Fig. 1: run 1, clock distribution
Bar = 10 um.
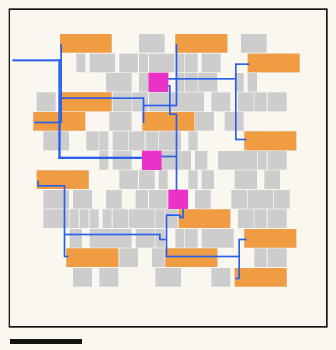
Fig. 2: run 1, cells by drive strength
Bar = 10 um.
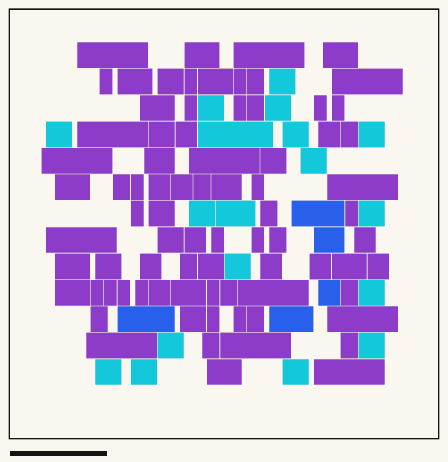
Fig. 3: run 1, register map, names as in the netlist
Bar = 10 um. Other sequential cells in the stronger gray, the rest of the logic in the fainter gray.
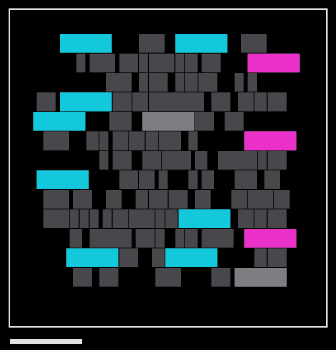
--- config.mk ---
export PLATFORM = sky130hd
export DESIGN_NAME = pri_enc_pend
export DESIGN_NICKNAME = d
export VERILOG_FILES = /design/src/rtl/pri_enc_pend.sv
export SDC_FILE = /design/constraint.sdc
export NUM_CORES = 1
export LEC_CHECK = 0
export CORE_MARGIN = 3
export CORE_UTILIZATION = 45
export DETAILED_ROUTE_END_ITERATION = 10
export GPL_TIMING_DRIVEN = 1
export PLACE_DENSITY_LB_ADDON = 0.15
export SYNTH_ARGS = -nofsm -noshare
export SYNTH_HDL_FRONTEND = slang
export SYNTH_SLANG_ARGS = --single-unit
--- constraint.sdc ---
create_clock -name clk -period 3.13 [get_ports clk]
set_clock_uncertainty 0.15 [all_clocks]
set_input_delay 0.4695 -clock clk [delete_from_list [all_inputs] [get_ports clk]]
set_output_delay 0.4695 -clock clk [all_outputs]
set_load 0.1 [all_outputs]
--- src/rtl/pri_enc_pend.sv ---
// Pending-request priority encoder: sticky request capture with a valid/ready index output.
// Define PRI_ENC_PEND_RR_EN for round-robin selection; otherwise the highest pending index wins.
module pri_enc_pend #(
    parameter  int N = 8,
    localparam int W = (N > 1) ? $clog2(N) : 1
) (
    input  logic         clk,
    input  logic         rst_n,
    input  logic         en,
    input  logic [N-1:0] d,
    output logic [W-1:0] y,
    output logic         y_valid,
    input  logic         y_ready,
    output logic [N-1:0] pend,
    output logic         ovf
);

    logic [N-1:0] pend_r;
    logic [N-1:0] cap_s;
    logic [N-1:0] grant_mask_s;
    logic [N-1:0] pend_nxt_s;
    logic [W-1:0] y_r;
    logic [W-1:0] sel_idx_s;
    logic         y_valid_r;
    logic         ovf_r;
    logic         slot_open_s;
    logic         load_s;

    // Highest set index of v; zero when v is empty (callers gate on v != 0).
    function automatic logic [W-1:0] hi_index(input logic [N-1:0] v);
        logic [W-1:0] idx;
        logic [N-1:0] sh;
        idx = {W{1'b0}};
        for (int i = 0; i < N; i++) begin
            sh  = v >> i;
            idx = sh[0] ? W'(i) : idx;
        end
        return idx;
    endfunction

`ifdef PRI_ENC_PEND_RR_EN
    logic [W-1:0] last_r;

    // First set bit searching downward from (last - 1) mod N, wrapping 0 -> N-1.
    function automatic logic [W-1:0] rr_index(input logic [N-1:0] v, input logic [W-1:0] last);
        logic [W-1:0] idx;
        logic [N-1:0] sh;
        logic         found;
        int           pos;
        idx   = {W{1'b0}};
        found = 1'b0;
        for (int k = 1; k <= N; k++) begin
            pos   = (int'(last) + N - k) % N;
            sh    = v >> pos;
            idx   = (!found && sh[0]) ? W'(pos) : idx;
            found = found | sh[0];
        end
        return idx;
    endfunction

    assign sel_idx_s = rr_index(pend_r, last_r);

    // Pointer follows every granted index so the next search starts just below it.
    always_ff @(posedge clk) begin
        if (!rst_n) begin
            last_r <= {W{1'b0}};
        end else if (load_s) begin
            last_r <= sel_idx_s;
        end else begin
            last_r <= last_r;
        end
    end
`else
    assign sel_idx_s = hi_index(pend_r);
`endif

    // Slot/grant decode; selection looks only at registered pend, never same-cycle d.
    always_comb begin
        slot_open_s  = !y_valid_r || y_ready;
        load_s       = slot_open_s && (pend_r != {N{1'b0}});
        cap_s        = en ? d : {N{1'b0}};
        grant_mask_s = load_s ? ({{(N-1){1'b0}}, 1'b1} << sel_idx_s) : {N{1'b0}};
        pend_nxt_s   = (pend_r & ~grant_mask_s) | cap_s;
    end

    // State registers; a set on a bit being granted survives (set wins).
    always_ff @(posedge clk) begin
        if (!rst_n) begin
            pend_r    <= {N{1'b0}};
            y_r       <= {W{1'b0}};
            y_valid_r <= 1'b0;
            ovf_r     <= 1'b0;
        end else begin
            pend_r <= pend_nxt_s;
            ovf_r  <= |(cap_s & pend_r & ~grant_mask_s);
            if (load_s) begin
                y_r       <= sel_idx_s;
                y_valid_r <= 1'b1;
            end else if (slot_open_s) begin
                y_r       <= y_r;
                y_valid_r <= 1'b0;
            end else begin
                y_r       <= y_r;
                y_valid_r <= y_valid_r;
            end
        end
    end

    assign y       = y_r;
    assign y_valid = y_valid_r;
    assign pend    = pend_r;
    assign ovf     = ovf_r;

endmodule

==> results.yml, run 1 <==
# flow metrics
clock_network:
  clkSinkCount: 13
  cts_tree: "done"
setup_path:
  cp_max_fo: 8
  path_class: "in2reg"
  required_ns: 3.14
  crit_arrival_ns: 1.84
global_route:
  grt_remaining_overflow: 0
  track_usage_pct: 18.3
  grt_start_max_net_pins: 11
routing:
  drt_iter0_drc: 11
  routed_wirelength_um: 1640
  drtPass1Iterations: 4
  vias: 686
placed_design:
  placed_area_sq_um: 866
  dpl_worst_slack_ns: 1.02
  numPortBuffers: 24
cells_and_area:
  largest_reg_flops: 8
  nets: 115
floorplan:
  die_w_um: 44.1
synthesis:
  ys_chip_area_sq_um: 653
  xor_area_share_pct: 0
  mux_area_share_pct: 0
  ys_sh_aoi_pct: 33.5
power_and_ir_drop:
  p_sw_w: 0.000217
timing:
  finalHoldViolations: 0
  period_needed_ns: 1.83
outcome:
  outcome: "complete, no violations"
-- Fig. 1 (at the start) --
magenta -> cells driving clock nets  # count 3
blue -> clock wires  # length 183 um
orange -> flip-flops  # count 13
routed clock nets = 4

-- Fig. 2 (at the start) --
cyan -> drive 3 to 4  # cells 18, share 18%, most used buf_4
purple -> drive 1 or less  # cells 79, share 77%, most used dfxtp_1
blue -> drive 2  # cells 5, share 4.9%
Area Overhead vs Synth: 36.6%
fin area: 892 sq um

-- Fig. 3 (at the start) --
cyan -> `pend`  # placed flops 8
magenta -> `y`  # placed flops 3

## run 1: power by group through the flow
| stage | Combinational, W | Sequential, W | Clock (W) |
|---|---|---|---|
| 4_1_cts | 0.000199 | 0.000197 | 0.000107 |
| 2_1_floorplan | 0.0000542 | 0.000297 | 0 |
| 5_1_grt | 0.000209 | 0.000199 | 0.000114 |
| 6_report | 0.000199 | 0.000197 | 0.000105 |
| 3_3_place_gp | 0.000197 | 0.000200 | 0 |
| 3_5_place_dp | 0.000199 | 0.000200 | 0 |
## run 1: how the worst min path moves through the flow
stage	startpoint	to	slack [ns]	depth (start not counted)
6_report	y[2]$_SDFFE_PN0N_	y[2]$_SDFFE_PN0N_	0.33	2
5_1_grt	y[2]$_SDFFE_PN0N_	y[2]$_SDFFE_PN0N_	0.37	2
4_1_cts	y[2]$_SDFFE_PN0N_	y[2]$_SDFFE_PN0N_	0.34	2
3_5_place_dp	y[2]$_SDFFE_PN0N_	y[2]$_SDFFE_PN0N_	0.33	2
3_3_place_gp	y[2]$_SDFFE_PN0N_	y[2]$_SDFFE_PN0N_	0.31	2
2_1_floorplan	rst_n	pend[5]$_SDFF_PN0_	0.44	1
## run 1: layer usage
metal / GRT usage (%) / share of wire [%] / vias up / wire length [um]
li1: - / - / 332 / -
met1: 24.9 / 44 / 327 / 730
met2: 27.9 / 48 / 25 / 791
met3: 4.07 / 6.6 / 2 / 108
met4: 7.23 / 0.79 / 0 / 13
met5: 0 / 0 / - / 0
## run 1: worst max-delay path, delay by kind of cell
| family | cells | cell delay [ns] |
|---|---|---|
| and+or+nand+nor | 1 | 0.31 |
| AOI/OAI and AO/OA | 3 | 0.60 |
| buffers and inverters | 1 | 0.46 |
## run 1: layout by cell type (no fill, tap or decap)
cell type,synthesis,layout
o31ai_1,1,1
o21a_1,1,1
nand2_1,9,9
clkbuf_4,0,3
nand3_1,1,1
a311oi_2,1,1
or2_2,1,1
clkinv_1,1,1
nor4_4,1,1
nand2b_1,2,2
a31oi_1,7,7
a21oi_1,7,7
nor2_1,6,6
dfxtp_1,13,13
o21ai_0,6,6
clkdlybuf4s50_1,0,11
inv_1,3,3
o21bai_1,1,1
o41ai_2,1,1
and2_1,1,1
a22oi_1,3,3
nand3b_1,1,1
nor2b_1,1,1
clkbuf_1,1,1
nand2_4,1,1
buf_4,0,13
o221ai_1,1,1
a221oi_1,1,1
a21boi_0,1,1
a21oi_2,1,1
nor4_2,1,1
## run 1: synthesized netlist by cell type, drive strengths merged
cell | instances | area, sq um
nand2b | 2 | 12.5
nand3b | 1 | 7.51
o21bai | 1 | 7.51
nor2 | 6 | 22.5
buf | 2 | 10.0
or2 | 1 | 6.26
dfxtp | 13 | 260
nand2 | 10 | 45.0
o221ai | 1 | 8.76
o21a | 1 | 7.51
clkinv | 1 | 3.75
a21boi | 1 | 7.51
clkbuf | 1 | 3.75
a221oi | 1 | 8.76
a311oi | 1 | 15.0
o31ai | 1 | 7.51
a22oi | 3 | 22.5
and2 | 1 | 6.26
o21ai | 6 | 30.0
nor4 | 2 | 33.8
a31oi | 7 | 43.8
o41ai | 1 | 16.3
nand3 | 1 | 5.00
nor2b | 1 | 6.26
a21oi | 8 | 43.8
inv | 3 | 11.3
Fig. 4: run 1, clock routing
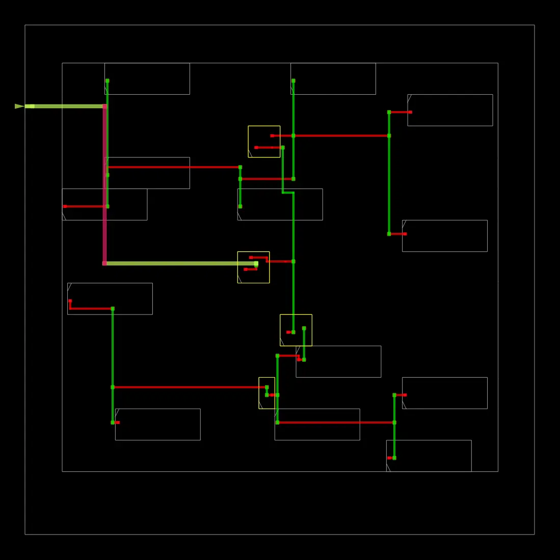

==> run 2, diff against run 1 <==
--- a/config.mk
+++ b/config.mk
@@ -6,7 +6,7 @@
 export NUM_CORES = 1
 export LEC_CHECK = 0
 export CORE_MARGIN = 3
-export CORE_UTILIZATION = 45
+export CORE_UTILIZATION = 41
 export DETAILED_ROUTE_END_ITERATION = 10
 export GPL_TIMING_DRIVEN = 1
 export PLACE_DENSITY_LB_ADDON = 0.15
==> constraint.sdc (replaced) <==
create_clock -name clk -period 1.7 [get_ports clk]
set_clock_uncertainty 0.15 [all_clocks]
set_input_delay 0.255 -clock clk [delete_from_list [all_inputs] [get_ports clk]]
set_output_delay 0.255 -clock clk [all_outputs]
set_load 0.1 [all_outputs]
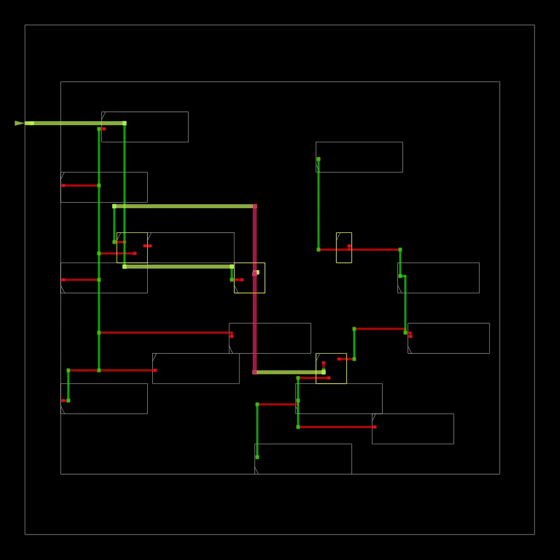
Fig. 5. Clock routing (run 2).
P_clk: 0.000196 W
TritonCTS Buffers: 3
clock sink total: 13
Layout clock buffers: 4
number of sequential cells: 13

==> run 2 against run 1 <==
- count of clock-buffer cells in the layout did not move
- worst hold slack better by 0.026 ns
- sequential cell count did not move
- final cell count grew 5.1%
- global-route usage is 2.7 points higher
- sequential share of layout area down 4.7 points
- critical path depth is the same
- critical endpoint unchanged
- largest cell class is now buffers
- synthesized cell count did not move
- routed wire length rose by 25%
==> results.yml, run 2 <==
# flow metrics
setup_path:
  crit_arrival_ns: 1.62
  cp_max_fo: 6
  path_class: "reg2reg"
timing:
  finalHoldViolations: 0
  period_needed_ns: 1.62
routing:
  drtPass1Iterations: 4
  routed_wirelength_um: 2050
  vias: 747
floorplan:
  die_w_um: 45.9
cells_and_area:
  syn2layout_area_growth_pct: 71.5
  nets: 121
  final_cell_mix: "buf_12, clkdlybuf4s50_1, nand2_1"
  mostFrequentLayoutCell: "buf_12"
outcome:
  outcome: "complete, no violations"
synthesis:
  top_cells_by_count: "dfxtp_1, nand2_1, a21oi_1, a31oi_1"
  edf_count: 0
  most_common_cell: "dfxtp_1"
  top_cells_by_area: "dfxtp_1, a31oi_1, a21oi_1"
global_route:
  track_usage_pct: 20.9
  grt_start_max_net_pins: 11
power_and_ir_drop:
  p_sw_w: 0.000431
placed_design:
  numPortBuffers: 24
==> run 2: cell families after synthesis <==
group	share of synthesized area, %
AOI/OAI and AO/OA	33.5
buffers and inverters	4.40
DFF	39.8
and+or+nand+nor	22.2
==> run 2: final timing paths <==
| kind | from | end | slack (ns) | cells past startpoint |
|---|---|---|---|---|
| max | pend[7]$_SDFF_PN0_ | ovf$_SDFF_PN0_ | 0.08 | 5 |
| min | pend[0]$_SDFF_PN0_ | pend[0]$_SDFF_PN0_ | 0.36 | 2 |
| max reg2reg | pend[7]$_SDFF_PN0_ | ovf$_SDFF_PN0_ | 0.08 | 5 |
| min reg2reg | pend[0]$_SDFF_PN0_ | pend[0]$_SDFF_PN0_ | 0.36 | 2 |
==> run 2: critical path: cells and delay by family (launching register included) <==
family          cells  cell delay (ns)
compound gates      3             0.63
flops               1             0.34
simple gates        1             0.21
buf+inv             1             0.16
==> run 2: power groups by stage <==
stage | Sequential (W) | Clock (W) | Combinational, W
6_report | 0.000378 | 0.000196 | 0.000458
2_1_floorplan | 0.000550 | 0 | 0.0000990
3_5_place_dp | 0.000384 | 0 | 0.000446
3_3_place_gp | 0.000382 | 0 | 0.000439
4_1_cts | 0.000377 | 0.000199 | 0.000447
5_1_grt | 0.000383 | 0.000211 | 0.000476
==> run 2: per-stage QoR <==
step	total power (W)	setup TNS (ns)	instances	area (sq um)
global placement	0.000822	-0.0570	118	1080
CTS	0.00102	0	122	1110
detailed placement	0.000831	-0.221	118	1080
finish	0.00103	0	123	1120
floorplan	0.000649	0	77	667
global route	0.00107	0	123	1120
==> run 2: metal layers <==
metal | wire length [um] | track usage [%] | up-vias
met3 | 180 | 5.53 | 17
met1 | 763 | 25.5 | 337
met4 | 79 | 6.25 | 0
li1 | - | - | 347
met2 | 1020 | 35.4 | 46
met5 | 0 | 0 | -
==> run 2: area by class of cell <==
| class | count | area share, % |
|---|---|---|
| Inverter | 4 | 1.34 |
| Timing Repair Buffer | 30 | 37.1 |
| Multi-Input combinational cell | 57 | 33.1 |
| Tap cell | 15 | 1.68 |
| Clock buffer | 4 | 2.35 |
| Sequential cell | 13 | 24.5 |
==> run 2: repair_timing <==
| item | CTS | global route |
|---|---|---|
| endpoints found under the setup margin | 0 | 2 |
| setup buffers | 0 | 1 |
| gates resized | 0 | 1 |
Fig. 6: run 2, clock distribution
Bar = 10 um.
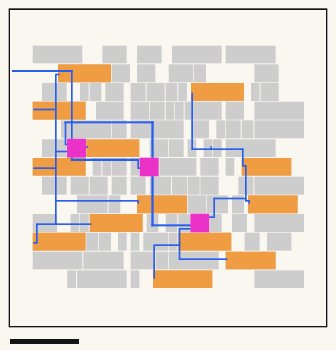

==> run 3, diff against run 2 <==
--- a/config.mk
+++ b/config.mk
@@ -5,6 +5,7 @@
 export SDC_FILE = /design/constraint.sdc
 export NUM_CORES = 1
 export LEC_CHECK = 0
+export ABC_CLOCK_PERIOD_IN_PS = 1780
 export CORE_MARGIN = 3
 export CORE_UTILIZATION = 41
 export DETAILED_ROUTE_END_ITERATION = 10
==> constraint.sdc (replaced) <==
create_clock -name clk -period 1.78 [get_ports clk]
set_clock_uncertainty 0.15 [all_clocks]
set_input_delay 0.267 -clock clk [delete_from_list [all_inputs] [get_ports clk]]
set_output_delay 0.267 -clock clk [all_outputs]
set_load 0.1 [all_outputs]
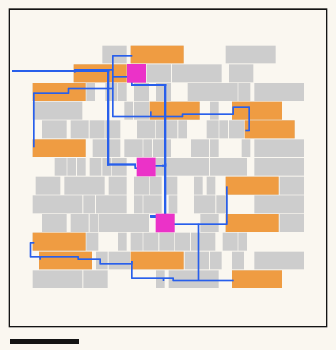
Fig. 7. Clock distribution (run 3).
Bar = 10 um.
magenta -> cells driving clock nets  # count 3
orange -> flip-flops  # count 13
blue -> clock wires  # length 190 um
routed clock nets = 4
Clock Power Share: 19.4%
P_clk: 0.000187 W

==> run 3 against run 2 <==
- non-clock buffer count is 5 lower
- first-iteration DRC count is 74% lower
- worst hold slack worse by 0.0036 ns
- via count is 8.4% lower
- routed wire length is 20% lower
- final cell count is 4.1% lower
- synthesized cell count stayed put
- critical path depth is 1 lower
- cell area is 4.1% lower
- sequential share of layout area is 0.82 points higher
- clock power is 5% lower
- critical endpoint unchanged
- largest cell class unchanged
==> results.yml, run 3 <==
# flow metrics
outcome:
  outcome: "complete, no violations"
routing:
  dr_wl_met3_um: 102
  drtAntennaViolNets: 0
  wl_met1_um: 755
  drtPass1Iterations: 4
  routed.top_layer: "met4"
  vias: 684
  routed_wirelength_um: 1650
floorplan:
  dieArea_sq_um: 2110
  ios: 25
  die_w_um: 45.9
setup_path:
  crit_arrival_ns: 1.58
  cp_max_fo: 6
  worst-r2r-cell-count: 4
  r2r-end: "ovf$_SDFF_PN0_"
  ff2ff_setup_slack_ns: 0.21
  endpoint_kind: "flip-flop"
  path_class: "reg2reg"
  rr_startpoint: "pend[5]$_SDFF_PN0_"
clock_network:
  numCtsBuffers: 3
  cts-resized-gates: 0
  insertion_delay_ns: 0.28
  postCtsSetupBuffers: 0
timing:
  period_needed_ns: 1.57
  finalHoldViolations: 0
  rsz0062_at_grt: "false"
  fin_tns_setup_ns: 0
placed_design:
  numPortBuffers: 24
  placed_area_sq_um: 1050
worst_hold_path:
  worstHoldStart: "pend[0]$_SDFF_PN0_"
  min_to: "pend[0]$_SDFF_PN0_"
cells_and_area:
  final_cell_mix: "buf_12, clkdlybuf4s50_1, nand2_1, dfxtp_2"
  mostFrequentLayoutCell: "buf_12"
  syn2layout_area_growth_pct: 64.4
  design_area_sq_um: 1070
synthesis:
  top_cells_by_area: "dfxtp_1, a31oi_1, a21oi_1"
  edf_count: 0
global_route:
  track_usage_pct: 18.4
==> run 3: layer usage <==
layer | GRT usage, % | up-vias
met5 | 0 | -
met4 | 11.9 | 0
met3 | 7.11 | 7
met2 | 26.1 | 25
met1 | 22.6 | 317
li1 | - | 335
==> run 3: logic make-up (layout without fill, tap and decap cells) <==
logic type             after synthesis  after routing  synth area share (%)
DFF                                 13             13                  39.8
buffers and inverters                7             33                  4.40
and+or+nand+nor                     25             25                  22.2
AOI/OAI and AO/OA                   32             32                  33.5
==> run 3: worst max path at each step <==
stage / cells past startpoint / slack, ns / startpoint / end
after floorplan: 5 / 0.02 / pend[2]$_SDFF_PN0_ / y[1]$_SDFFE_PN0N_
after global placement: 6 / 0.02 / y_ready / ovf$_SDFF_PN0_
after detailed placement: 6 / 0.03 / y_ready / ovf$_SDFF_PN0_
after CTS: 4 / 0.21 / pend[5]$_SDFF_PN0_ / pend[0]$_SDFF_PN0_
after global routing: 4 / 0.07 / pend[5]$_SDFF_PN0_ / ovf$_SDFF_PN0_
final: 4 / 0.21 / pend[5]$_SDFF_PN0_ / ovf$_SDFF_PN0_
==> run 3: per-stage QoR <==
stage	hold slack (ns)	power, W	std cells	util, %
4_1_cts	0.356	0.000964	118	76.7
5_1_grt	0.372	0.00100	118	76.7
2_1_floorplan	0.234	0.000621	77	-
6_report	0.352	0.000962	118	76.7
3_5_place_dp	0.340	0.000782	114	74.9
3_3_place_gp	0.337	0.000779	114	74.9
==> run 3: power by group through the flow <==
stage | Clock [W] | Combinational (W) | Sequential, W
3_3_place_gp | 0 | 0.000412 | 0.000368
6_report | 0.000187 | 0.000414 | 0.000361
4_1_cts | 0.000187 | 0.000416 | 0.000361
5_1_grt | 0.000201 | 0.000434 | 0.000366
3_5_place_dp | 0 | 0.000414 | 0.000367
2_1_floorplan | 0 | 0.0000946 | 0.000526
==> run 3: critical path: cells and delay by family, from the launching register on <==
family / cells / cell delay (ns)
AOI/OAI and AO/OA: 3 / 0.41
DFF: 1 / 0.38
and+or+nand+nor: 1 / 0.51
==> run 3: cell type report <==
cell class / instances / area share [%]
sequential: 13 / 25.3
inverter: 4 / 1.40
timing repair buffer: 25 / 35.2
tap: 15 / 1.75
multi-input combinational: 57 / 33.9
clock buffer: 4 / 2.45
Power is estimated from default activity; no workload was simulated.
